**src/rtl/softcore_pkg.sv**
```systemverilog
// Shared softcore types: register address width, data width and the
// write-back entry carried from producers to the register file.
package softcore_pkg;

   localparam int REG_ADDR_W = 5;
   localparam int XLEN       = 32;

   typedef logic [REG_ADDR_W-1:0] reg_addr_t;

   typedef struct packed {
      reg_addr_t        rd;
      logic [XLEN-1:0]  data;
   } wb_entry_t;

   function automatic logic [31:0] reg_onehot(input reg_addr_t r);
      reg_onehot = 32'd1 << r;
   endfunction

endpackage

```
**src/rtl/wb_fifo.sv**
```systemverilog
// Synchronous FIFO for long-latency write-back results; exposes a per-entry
// valid/rd view so the arbiter can build its pending-write mask.
module wb_fifo
   import softcore_pkg::REG_ADDR_W;
#(
   parameter int DEPTH  = 4,
   parameter int DATA_W = 32
) (
   input  logic                              clk,
   input  logic                              rst_n,
   input  logic                              push,
   input  logic [REG_ADDR_W-1:0]             push_rd,
   input  logic [DATA_W-1:0]                 push_data,
   input  logic                              pop,
   output logic                              full,
   output logic                              empty,
   output logic [REG_ADDR_W-1:0]             head_rd,
   output logic [DATA_W-1:0]                 head_data,
   output logic [DEPTH-1:0]                  entry_valid,
   output logic [DEPTH-1:0][REG_ADDR_W-1:0]  entry_rd
);

   localparam int PTR_W = $clog2(DEPTH);
   localparam logic [PTR_W:0] FULL_COUNT = (PTR_W+1)'(DEPTH);

   logic [PTR_W-1:0]                 wr_ptr;
   logic [PTR_W-1:0]                 rd_ptr;
   logic [PTR_W:0]                   count;
   logic [DEPTH-1:0]                 valid;
   logic [DEPTH-1:0][REG_ADDR_W-1:0] rd_mem;
   logic [DATA_W-1:0]                data_mem [DEPTH];
   logic                             do_push;
   logic                             do_pop;

   assign full    = (count == FULL_COUNT);
   assign empty   = (count == '0);
   assign do_push = push & ~full;
   assign do_pop  = pop & ~empty;

   // NOTE: storage arrays carry no reset; the reset valid bits are what make
   // a slot meaningful, so stale contents after reset are never observed.
   always_ff @(posedge clk) begin
      if (do_push) begin
         rd_mem[wr_ptr]   <= push_rd;
         data_mem[wr_ptr] <= push_data;
      end
   end

   // NOTE: sequential state uses non-blocking assignments so every register
   // samples the pre-edge values of the others, independent of block order.
   always_ff @(posedge clk or negedge rst_n) begin
      if (!rst_n) begin
         wr_ptr <= '0;
         rd_ptr <= '0;
         count  <= '0;
         valid  <= '0;
      end else begin
         if (do_pop) begin
            valid[rd_ptr] <= 1'b0;
            rd_ptr        <= rd_ptr + 1'b1;
         end
         if (do_push) begin
            valid[wr_ptr] <= 1'b1;
            wr_ptr        <= wr_ptr + 1'b1;
         end
         case ({do_push, do_pop})
            2'b10:   count <= count + 1'b1;
            2'b01:   count <= count - 1'b1;
            default: count <= count;
         endcase
      end
   end

   assign head_rd     = rd_mem[rd_ptr];
   assign head_data   = data_mem[rd_ptr];
   assign entry_valid = valid;
   assign entry_rd    = rd_mem;

endmodule

```
**src/rtl/writeback_arbiter.sv**
```systemverilog
// Merges ALU and long-latency write-back streams onto the single register
// file write port, with FIFO buffering, starvation protection and busy mask.
module writeback_arbiter
   import softcore_pkg::REG_ADDR_W;
   import softcore_pkg::reg_onehot;
#(
   parameter int XLEN         = 32,
   parameter int DEPTH        = 4,
   parameter int STARVE_LIMIT = 3
) (
   input  logic                  clk,
   input  logic                  rst_n,
   input  logic                  a_valid,
   input  logic [REG_ADDR_W-1:0] a_rd,
   input  logic [XLEN-1:0]       a_data,
   output logic                  a_ready,
   input  logic                  l_valid,
   input  logic [REG_ADDR_W-1:0] l_rd,
   input  logic [XLEN-1:0]       l_data,
   output logic                  l_ready,
   output logic                  we,
   output logic [REG_ADDR_W-1:0] rd_addr,
   output logic [XLEN-1:0]       rd_data,
   output logic [31:0]           busy_mask
);

   localparam logic [3:0] AGE_MAX   = 4'hF;
   localparam logic [3:0] AGE_LIMIT = 4'(STARVE_LIMIT);

   logic                             fifo_full;
   logic                             fifo_empty;
   logic [REG_ADDR_W-1:0]            head_rd;
   logic [XLEN-1:0]                  head_data;
   logic [DEPTH-1:0]                 entry_valid;
   logic [DEPTH-1:0][REG_ADDR_W-1:0] entry_rd;
   logic                             l_push;
   logic                             fifo_grant;
   logic                             a_xfer;
   logic [3:0]                       age;
   logic [31:0]                      busy;

   assign l_ready = ~fifo_full;
   assign l_push  = l_valid & l_ready;

   wb_fifo #(
      .DEPTH  (DEPTH),
      .DATA_W (XLEN)
   ) u_fifo (
      .clk         (clk),
      .rst_n       (rst_n),
      .push        (l_push),
      .push_rd     (l_rd),
      .push_data   (l_data),
      .pop         (fifo_grant),
      .full        (fifo_full),
      .empty       (fifo_empty),
      .head_rd     (head_rd),
      .head_data   (head_data),
      .entry_valid (entry_valid),
      .entry_rd    (entry_rd)
   );

   // FIFO wins when the ALU is idle, when it is full, or when its head has starved.
   assign fifo_grant = ~fifo_empty & (~a_valid | fifo_full | (age >= AGE_LIMIT));
   assign a_ready    = ~fifo_grant;
   assign a_xfer     = a_valid & a_ready;

   always_ff @(posedge clk or negedge rst_n) begin
      if (!rst_n) begin
         age <= '0;
      end else if (fifo_empty || fifo_grant) begin
         age <= '0;
      end else if (age != AGE_MAX) begin
         age <= age + 1'b1;
      end
   end

   // x0 results are consumed like any other, but never raise the write enable.
   always_ff @(posedge clk or negedge rst_n) begin
      if (!rst_n) begin
         we      <= 1'b0;
         rd_addr <= '0;
         rd_data <= '0;
      end else if (fifo_grant) begin
         we      <= (head_rd != '0);
         rd_addr <= head_rd;
         rd_data <= head_data;
      end else if (a_xfer) begin
         we      <= (a_rd != '0);
         rd_addr <= a_rd;
         rd_data <= a_data;
      end else begin
         we      <= 1'b0;
      end
   end

   // NOTE: every combinational variable gets a default before any conditional
   // update, so no path leaves it unassigned and no latch is inferred.
   always_comb begin
      busy = '0;
      for (int i = 0; i < DEPTH; i++) begin
         if (entry_valid[i]) busy = busy | reg_onehot(entry_rd[i]);
      end
      if (we) busy = busy | reg_onehot(rd_addr);
      busy[0] = 1'b0;
   end

   assign busy_mask = busy;

endmodule

```
**config.mk**
```make
export PLATFORM = sky130hd
export DESIGN_NAME = writeback_arbiter
export DESIGN_NICKNAME = d
export VERILOG_FILES = /design/src/rtl/softcore_pkg.sv /design/src/rtl/wb_fifo.sv /design/src/rtl/writeback_arbiter.sv
export SDC_FILE = /design/constraint.sdc
export NUM_CORES = 1
export LEC_CHECK = 0
export CAP_MARGIN = 30
export CORE_ASPECT_RATIO = 2
export CORE_UTILIZATION = 35
export CTS_BUF_LIST = sky130_fd_sc_hd__clkbuf_8
export DETAILED_ROUTE_END_ITERATION = 10
export GPL_TIMING_DRIVEN = 0
export SYNTH_ARGS = -nofsm -noshare
export SYNTH_HDL_FRONTEND = slang
export SYNTH_SLANG_ARGS = --single-unit
```
**constraint.sdc**
```tcl
create_clock -name clk -period 5.4 [get_ports clk]
set_clock_uncertainty 0.15 [all_clocks]
set_input_delay 1.08 -clock clk [delete_from_list [all_inputs] [get_ports clk]]
set_output_delay 1.08 -clock clk [all_outputs]
set_load 0.05 [all_outputs]
```
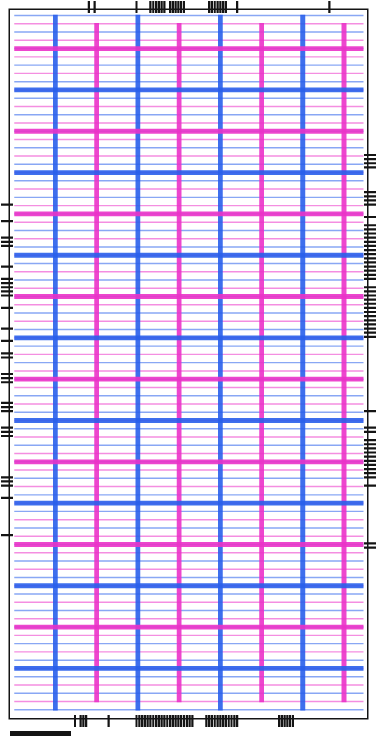
**Above:** power grid.
The bar under the picture is 20 microns long. Pins as bars on the die edge.
| colour | net |
|---|---|
| blue | VSS |
| magenta | VDD |
met5 straps: 16
signal pins: 150

==> impl_metrics.toml <==
# yosys + openroad results
[clock_tree]
clkLatencyLatePin_ns = 0.56
cts.reportedPaths.clkPinSlew_ns = 0.07
tritoncts = "done"
cts.sinks = 201
cts_resized = 0
root_buffer = "clkbuf_8"

[route]
drt_wl_total_microns = 26400
via_per_inst = 5.393
wl_per_cell_microns = 22.70

[timing]
timing.final.crit_share_pct = 91.02
slew_headroom_pct = 42.46
whs_ns = 0.2932
setup_viol = 0

[yosys]
synthFlopType = "edfxtp_1"
area_leaders = "edfxtp_1 48%, dfrtp_1 14%, mux4_2 8.9%, mux2_2 4.7%, mux2_1 4.0%"
synth-edff-count = 148
ys_seq_share_pct = 61.78
ys_cells = 610
syn_area_sq_um = 9340

[place]
io_buffers = 148

[status]
status = "finished clean"

[global_route]
first_global_vias = 6663
grt_pass1_wl_microns = 39760
gr-usage-all-layers_pct = 19.67

[layout]
layout.nets = 885
layout_top_cell = "edfxtp_1"

[flow_run]
maxCapViolations = 0

[critical_path]
required_ns = 4.17
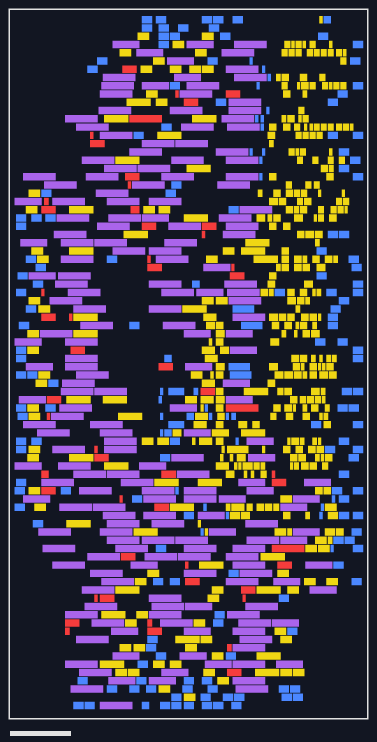
**Above:** placed cells, one colour a class.
The bar under the picture is 20 microns long.
| colour | class | cells |
|---|---|---|
| yellow | combinational and other logic | 376 |
| blue | other buffers and delay cells | 189 |
| red | clock drivers and dummy loads | 52 |
| purple | flops | 201 |

## power breakdown
| group | switching [uW] | total (uW) | leakage [uW] | internal (uW) |
|---|---|---|---|---|
| sequential | 236 | 2350 | 0.00198 | 2110 |
| combinational | 1880 | 3100 | 0.00189 | 1220 |
| clock | 560 | 1190 | 0.000321 | 633 |
## stage by stage
step	worst slack, ns	utilization (%)	std cells
2_1_floorplan	2.040	-	612
3_3_place_gp	0.4394	42.85	1104
3_5_place_dp	0.4753	43.17	1108
4_1_cts	0.4570	45.33	1160
5_1_grt	0.3927	45.45	1163
6_report	0.4847	45.45	1163
## cell usage after synthesis (all sizes together) (7+ instances only)
library cell / number
ha: 10
nor3b: 20
nand3: 25
nand2: 16
inv: 9
buf: 11
nand3b: 25
nor3: 7
mux4: 37
or3: 17
nor2: 18
a22oi: 31
dfrtp: 53
o22ai: 32
clkbuf: 24
edfxtp: 148
and3b: 10
mux2: 72
## sequential cells by signal, summed over array words and instances (netlist names)
name                cells
u_fifo.data_mem       128
rd_data                32
u_fifo.entry_rd        20
rd_addr                 5
age                     4
u_fifo.entry_valid      4
u_fifo.count            3
u_fifo.rd_ptr           2
u_fifo.wr_ptr           2
we                      1
## layer usage
layer	part of all wire, %	track usage (%)	wire (microns)
met1	32	18.08	8469
met2	59	40.83	15630
met3	3.8	2.083	991
met4	5.0	10.86	1315
met5	0	0	0
## worst paths after layout
| check | startpoint | cells after the start | slack [ns] | to |
|---|---|---|---|---|
| max in group asynchronous | rst_n | 1 | 4.09 | rd_data[12]$_DFFE_PN0P_ |
| worst max register to register | u_fifo.count[0]$_DFFE_PN0P_ | 10 | 2.40 | u_fifo.count[2]$_DFFE_PN0P_ |
| worst min register to register | age[0]$_DFFE_PN0P_ | 1 | 0.29 | age[0]$_DFFE_PN0P_ |
| worst max-delay path | a_valid | 6 | 0.48 | a_ready |
| worst min-delay path | age[0]$_DFFE_PN0P_ | 1 | 0.29 | age[0]$_DFFE_PN0P_ |
| min in group asynchronous | rst_n | 1 | 0.42 | rd_data[22]$_DFFE_PN0P_ |
## worst max-delay path, cell delays in order
cell	delay [ns]
clkdlybuf4s50_1	0.58
or4b_1	0.45
clkbuf_1	0.20
o21ai_4	0.27
buf_4	0.26
clkdlybuf4s50_1	0.83
## kinds of logic (layout without fill, tap and decap cells)
| group | count (synthesis) | count (layout) | share of synthesized area, % |
|---|---|---|---|
| muxes | 112 | 112 | 17.92 |
| other | 1 | 4 | 0.04015 |
| and+or+nand+nor | 158 | 158 | 10.33 |
| AOI/OAI and AO/OA | 78 | 78 | 5.907 |
| buffers and inverters | 44 | 250 | 1.996 |
| xor gates and xnor gates | 5 | 5 | 0.4689 |
| adders and majority gates | 11 | 11 | 1.554 |
| DFF | 201 | 201 | 61.78 |
## final cells by class
| class | count | area (sq um) |
|---|---|---|
| diodes | 1 | 2.502 |
| plain buffers | 35 | 152.6 |
| clock buffers | 28 | 385.4 |
| clock inverters | 24 | 182.7 |
| fillers | 2395 | 14330 |
| inverters | 9 | 33.78 |
| multi-input cells | 367 | 3396 |
| flip-flops and latches | 201 | 5771 |
| well taps | 344 | 430.4 |
| repair buffers | 154 | 1589 |
Power figures rest on the tool's default switching activity, not on a simulated workload.
